**src/rtl/counter_pkg.sv**
```systemverilog
// rtl/counter_pkg.sv - shared constants and helpers for the up/down modulo counter
package counter_pkg;

    typedef enum logic {
        DIR_UP   = 1'b0,
        DIR_DOWN = 1'b1
    } dir_e;

    typedef enum logic {
        MODE_WRAP = 1'b0,
        MODE_SAT  = 1'b1
    } mode_e;

    // Smallest r with 2**r >= v; used to size the prescaler register.
    function automatic int clog2(input int v);
        int r;
        r = 0;
        for (int i = 0; i < 32; i++) begin
            if ((1 << r) < v) begin
                r = r + 1;
            end
        end
        return r;
    endfunction

endpackage

```
**src/rtl/prescale_tick.sv**
```systemverilog
// rtl/prescale_tick.sv - enable-gated prescaler producing one step per PRESCALE enabled cycles
//
// Purpose: counts enabled cycles 0..PRESCALE-1 and asserts step on the last one.
//          With PRESCALE == 1 the counter never leaves 0, so step == enable.
// Ports:
//   clk     in  clock, rising edge
//   clr     in  synchronous active-high reset of the partial count
//   enable  in  advances the count; low freezes it
//   restart in  discards the partial count (driven by the parallel load)
//   step    out one-cycle step strobe
module prescale_tick
    import counter_pkg::*;
#(
    parameter int PRESCALE = 1
) (
    input  logic clk,
    input  logic clr,
    input  logic enable,
    input  logic restart,
    output logic step
);

    localparam int PCNT_W = (PRESCALE > 1) ? clog2(PRESCALE) : 1;
    localparam logic [PCNT_W-1:0] PCNT_LAST = PCNT_W'(PRESCALE - 1);

    logic [PCNT_W-1:0] r_pcnt;
    logic              w_last;

    assign w_last = (r_pcnt == PCNT_LAST);
    // clr/restart win over stepping at the top level too; masking here keeps
    // the strobe meaningful on its own.
    assign step   = enable & w_last & ~clr & ~restart;

    always_ff @(posedge clk) begin
        if (clr || restart) begin
            r_pcnt <= '0;
        end else if (enable) begin
            r_pcnt <= w_last ? '0 : r_pcnt + PCNT_W'(1);
        end
    end

endmodule

```
**src/rtl/updown_mod_counter.sv**
```systemverilog
// rtl/updown_mod_counter.sv - up/down counter with terminal value, wrap/saturate, prescaler and flags
//
// Purpose: generic count/timebase element. Counts over 0..limit in either
//          direction, wrapping or saturating at the bounds.
// Ports:
//   clk       in  clock, rising edge
//   clr       in  synchronous active-high reset of all state
//   enable    in  count enable (gates prescaler and stepping)
//   load      in  parallel load of data (clipped to limit)
//   data      in  load value
//   dir       in  0 = up, 1 = down
//   limit     in  terminal value
//   sat_mode  in  0 = wrap, 1 = saturate
//   q         out registered count
//   tc        out one-cycle pulse on a step attempted at a bound
//   ovf       out sticky bound flag, cleared by clr or load
//   zero      out q == 0
module updown_mod_counter
    import counter_pkg::*;
#(
    parameter int WIDTH    = 8,
    parameter int PRESCALE = 1
) (
    input  logic             clk,
    input  logic             clr,
    input  logic             enable,
    input  logic             load,
    input  logic [WIDTH-1:0] data,
    input  logic             dir,
    input  logic [WIDTH-1:0] limit,
    input  logic             sat_mode,
    output logic [WIDTH-1:0] q,
    output logic             tc,
    output logic             ovf,
    output logic             zero
);

    logic [WIDTH-1:0] r_q;
    logic             r_tc;
    logic             r_ovf;

    logic             w_step;
    logic             w_bound;
    logic [WIDTH-1:0] w_next_q;
    logic [WIDTH-1:0] w_load_q;
    dir_e             w_dir;
    mode_e            w_mode;

    assign w_dir  = dir_e'(dir);
    assign w_mode = mode_e'(sat_mode);

    prescale_tick #(
        .PRESCALE (PRESCALE)
    ) u_prescale (
        .clk     (clk),
        .clr     (clr),
        .enable  (enable),
        .restart (load),
        .step    (w_step)
    );

    assign w_load_q = (data > limit) ? limit : data;

    always_comb begin
        w_bound  = 1'b0;
        w_next_q = r_q;
        if (w_dir == DIR_UP) begin
            if (r_q >= limit) begin
                w_bound = 1'b1;
                if (w_mode == MODE_WRAP) begin
                    w_next_q = '0;
                end else if (r_q > limit) begin
                    // limit dropped below q: saturate to the new bound
                    w_next_q = limit;
                end
            end else begin
                w_next_q = r_q + WIDTH'(1);
            end
        end else begin
            if (r_q == '0) begin
                w_bound  = 1'b1;
                w_next_q = (w_mode == MODE_WRAP) ? limit : '0;
            end else if (r_q > limit) begin
                w_next_q = limit;
            end else begin
                w_next_q = r_q - WIDTH'(1);
            end
        end
    end

    always_ff @(posedge clk) begin
        if (clr) begin
            r_q   <= '0;
            r_tc  <= 1'b0;
            r_ovf <= 1'b0;
        end else if (load) begin
            r_q   <= w_load_q;
            r_tc  <= 1'b0;
            r_ovf <= 1'b0;
        end else if (w_step) begin
            r_q   <= w_next_q;
            r_tc  <= w_bound;
            r_ovf <= r_ovf | w_bound;
        end else begin
            r_tc  <= 1'b0;
        end
    end

    assign q    = r_q;
    assign tc   = r_tc;
    assign ovf  = r_ovf;
    assign zero = (r_q == '0);

endmodule

```
**config.mk**
```make
export PLATFORM = sky130hd
export DESIGN_NAME = updown_mod_counter
export DESIGN_NICKNAME = d
export VERILOG_FILES = /design/src/rtl/counter_pkg.sv /design/src/rtl/prescale_tick.sv /design/src/rtl/updown_mod_counter.sv
export SDC_FILE = /design/constraint.sdc
export NUM_CORES = 1
export LEC_CHECK = 0
export CORE_AREA = 2 2 60 62
export DETAILED_ROUTE_END_ITERATION = 8
export DIE_AREA = 0 0 62 64
export PLACE_DENSITY = 0.76
export SLEW_MARGIN = 20
export SYNTH_ARGS = -nofsm -noshare
export SYNTH_HDL_FRONTEND = slang
export SYNTH_SLANG_ARGS = --single-unit
```
**constraint.sdc**
```tcl
create_clock -name clk -period 2.3 [get_ports clk]
set_input_delay 0.69 -clock clk [delete_from_list [all_inputs] [get_ports clk]]
set_output_delay 0.69 -clock clk [all_outputs]
set_load 0.05 [all_outputs]
```
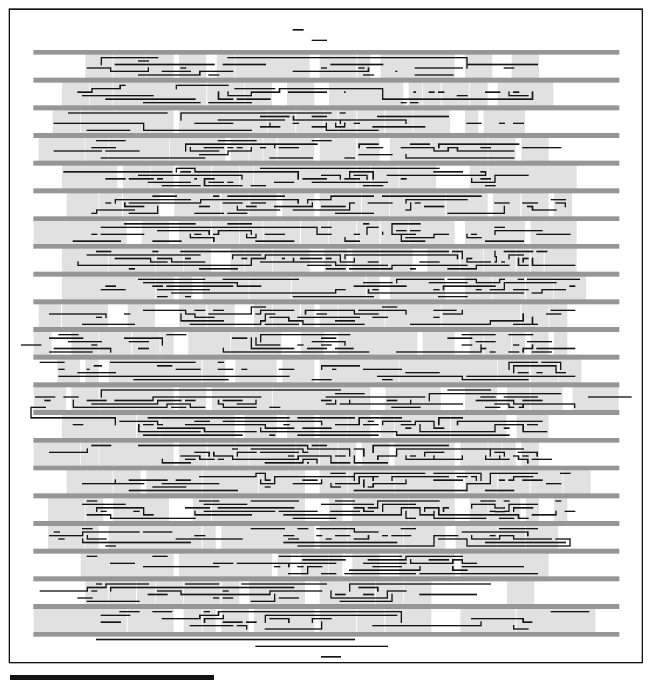
layer_met1.png
The bar under the picture is 20 um long. Supply wires on this layer in grey.
longest straight run: 26.2 um
wire length on this layer: 2520 um
via count: 1885
met1 Use GR: 38.2%

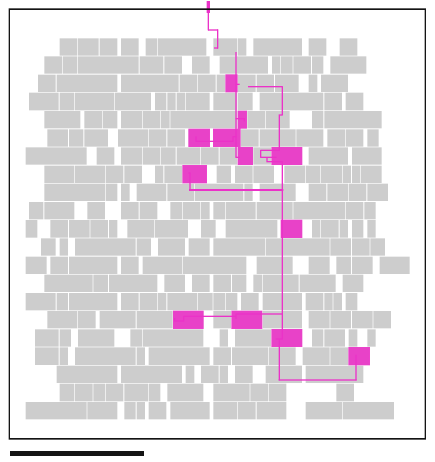
io_fan.png
The bar under the picture is 20 um long.
[magenta] load | bits: 1 | direction: input | edge: top | end cells: 12 | buffers: 2 | wire: 140 um
I/O Pins: 33
Port Buffer Count: 32

flip-flops by register name (all words and copies together) (netlist names):
register  flops
ovf           1
q             8
tc            1
placed cells by master (no fill, tap or decap), types with 4 or more instances in the layout:
master	netlist	layout
a21oi_2	0	5
a22oi_2	0	4
a311oi_2	0	4
buf_12	0	4
buf_4	1	54
buf_6	4	4
clkbuf_2	0	6
clkdlybuf4s50_1	0	7
dfxtp_2	0	4
dlymetal6s2s_1	0	6
ha_1	19	7
ha_4	0	11
inv_2	1	8
mux2_4	1	7
nand2_1	7	6
nand3_1	4	4
nand4_1	5	5
nor2_1	17	13
nor2_4	2	4
nor3_1	4	4
o32ai_2	0	4
xnor2_1	4	4
xor2_1	8	8
worst max path at each step:
stage / from / cells past startpoint / slack, ns / endpoint
after global placement: limit[5] / 11 / -0.70 / q[5]$_SDFFE_PP0P_
final: limit[1] / 10 / -0.14 / q[7]$_SDFFE_PP0P_
after CTS: data[7] / 9 / -0.21 / q[6]$_SDFFE_PP0P_
after global routing: limit[1] / 10 / -0.20 / q[3]$_SDFFE_PP0P_
after detailed placement: limit[5] / 11 / -0.74 / q[5]$_SDFFE_PP0P_
after floorplan: q[2]$_SDFFE_PP0P_ / 5 / -0.04 / zero
per-stage QoR:
step	setup TNS (ns)	hold WS, ns	utilization (%)	instances	power [uW]
floorplan	-0.0544	0.662	-	177	648
global placement	-6.18	0.434	67.4	287	888
detailed placement	-6.66	0.447	67.4	287	905
CTS	-1.58	0.459	73.0	302	1090
global route	-1.72	0.480	80.6	304	1290
finish	-0.995	0.455	80.6	304	1250
tightest hold or removal path, cell delays in order, from the launching register on:
cell and delay, ns:
dfxtp_1 0.32, inv_1 0.05, a21boi_1 0.05
per-layer routing:
metal / GRT usage (%) / share of wire [%] / wire [um] / vias up
met2: 46.0 / 51 / 3270 / 106
li1: - / - / - / 839
met5: 0 / 0 / 0 / -
met3: 4.45 / 6.5 / 417 / 22
met1: 38.2 / 39 / 2520 / 918
met4: 16.5 / 3.7 / 238 / 0
final cells by class:
type,instances,area [um2]
clock buffer,3,22.5
fill,190,637
inverter,14,68.8
multi-input combinational,144,1510
sequential,10,216
tap,46,57.6
timing repair buffer,87,769
where the power goes:
part	internal, uW	switching, uW
logic	413	465
clock network	61.3	86.0
registers	194	29.5
total	668	580
cell families after synthesis:
group | after synthesis
compound gates | 53
simple gates | 51
buf+inv | 23
fa+ha+maj | 19
xor+xnor | 12
flops | 10
mux | 9
repair_timing:
item | CTS | global route
pin swaps | 20 | 32
setup buffers | 13 | 4
gates resized | 40 | 61
gates cloned | 0 | 0
hold buffers | 0 | 0
endpoints found under the setup margin | 11 | 12
==> flow_summary.ini <==
; generated from flow reports
[cells_and_area]
num_antenna_cells = 0
drive_above_1_share_pct = 58.1
final_area_um2 = 2650
syn2layout_area_growth_pct = 81.8
final_nets = 301

[routing]
wl_um = 6450
drtIter0Drc = 149
drt_first_pass_iters = 5
route.detailed.drc = 0
wl_per_cell_um = 21.2
via_per_inst = 6.20
ant_nets = 0

[setup_path]
crit-reg2reg-launch = q[1]$_SDFFE_PP0P_
start_kind = input pin
worst_path_max_delay_cell = o211ai_1
critPathBufInv = 2
path_delay_family = AND-OR/OR-AND gates
worst-r2r-setup-slack_ns = -0.04
cpPeakStageDelay_ns = 0.36
cp-end-kind = flop
critPathKind = input pin to flop
required_ns = 2.47

[logic_synthesis]
synth.top_cells.by_count = 19 x ha_1, 17 x nor2_1, 12 x inv_1
yosys.stat.seqShare_pct = 13.7
top_logic_kind = AND-OR/OR-AND gates
top_area_cell = ha_1
ys_top_cells_by_area = ha_1 16%, dfxtp_1 14%, xor2_1 4.8%
synthArstFlopShare_pct = 0
ys_sh_xor_pct = 7.22
aoi_share_pct = 27.4
yosysWarnings = 0
ys_cells = 177
synth_chip_area_um2 = 1460
most_common_cell = ha_1
syn_avg_cell_area_um2 = 8.23
synth-seq-cells = 10
ys_types = 48
syn_inst = 177

[sta]
worst_slack_ns = -0.135
setup_viol = 11
hold_viol_final = 0
finalMaxSlewViolations = 0
relSlewSlack_pct = 65.7
max_freq_mhz = 411
tightest_slew_ns = 0.512
finalClockSkew_ns = 0.00406

[status]
failed_checks = negative setup slack
status = finished, violations left

[clock_tree]
cts_buffers = 3
htreeDepth = 1
clk_pin_slew_ns = 0.08
clock_latency_ns = 0.30
cts_tree = built
cts_buffer_depth = 2
cts-root-buf = clkbuf_4
cts.sinks = 10

[floorplan]
die_w_um = 62
die_h_um = 64
dieArea_um2 = 3970

[global_routing]
grtUsageTotal_pct = 29.8
grt_pass1_vias = 1856

[place]
dp_slack_ns = -0.740
gp_congestion = 0.954
dp_hpwl_um = 3880
placed_area_um2 = 2210

[job]
warning_count = 31

[worst_hold_path]
hold_start = ovf$_SDFFE_PP0P_
holdPathEnd = ovf$_SDFFE_PP0P_
Power and IR drop assume default switching activity.
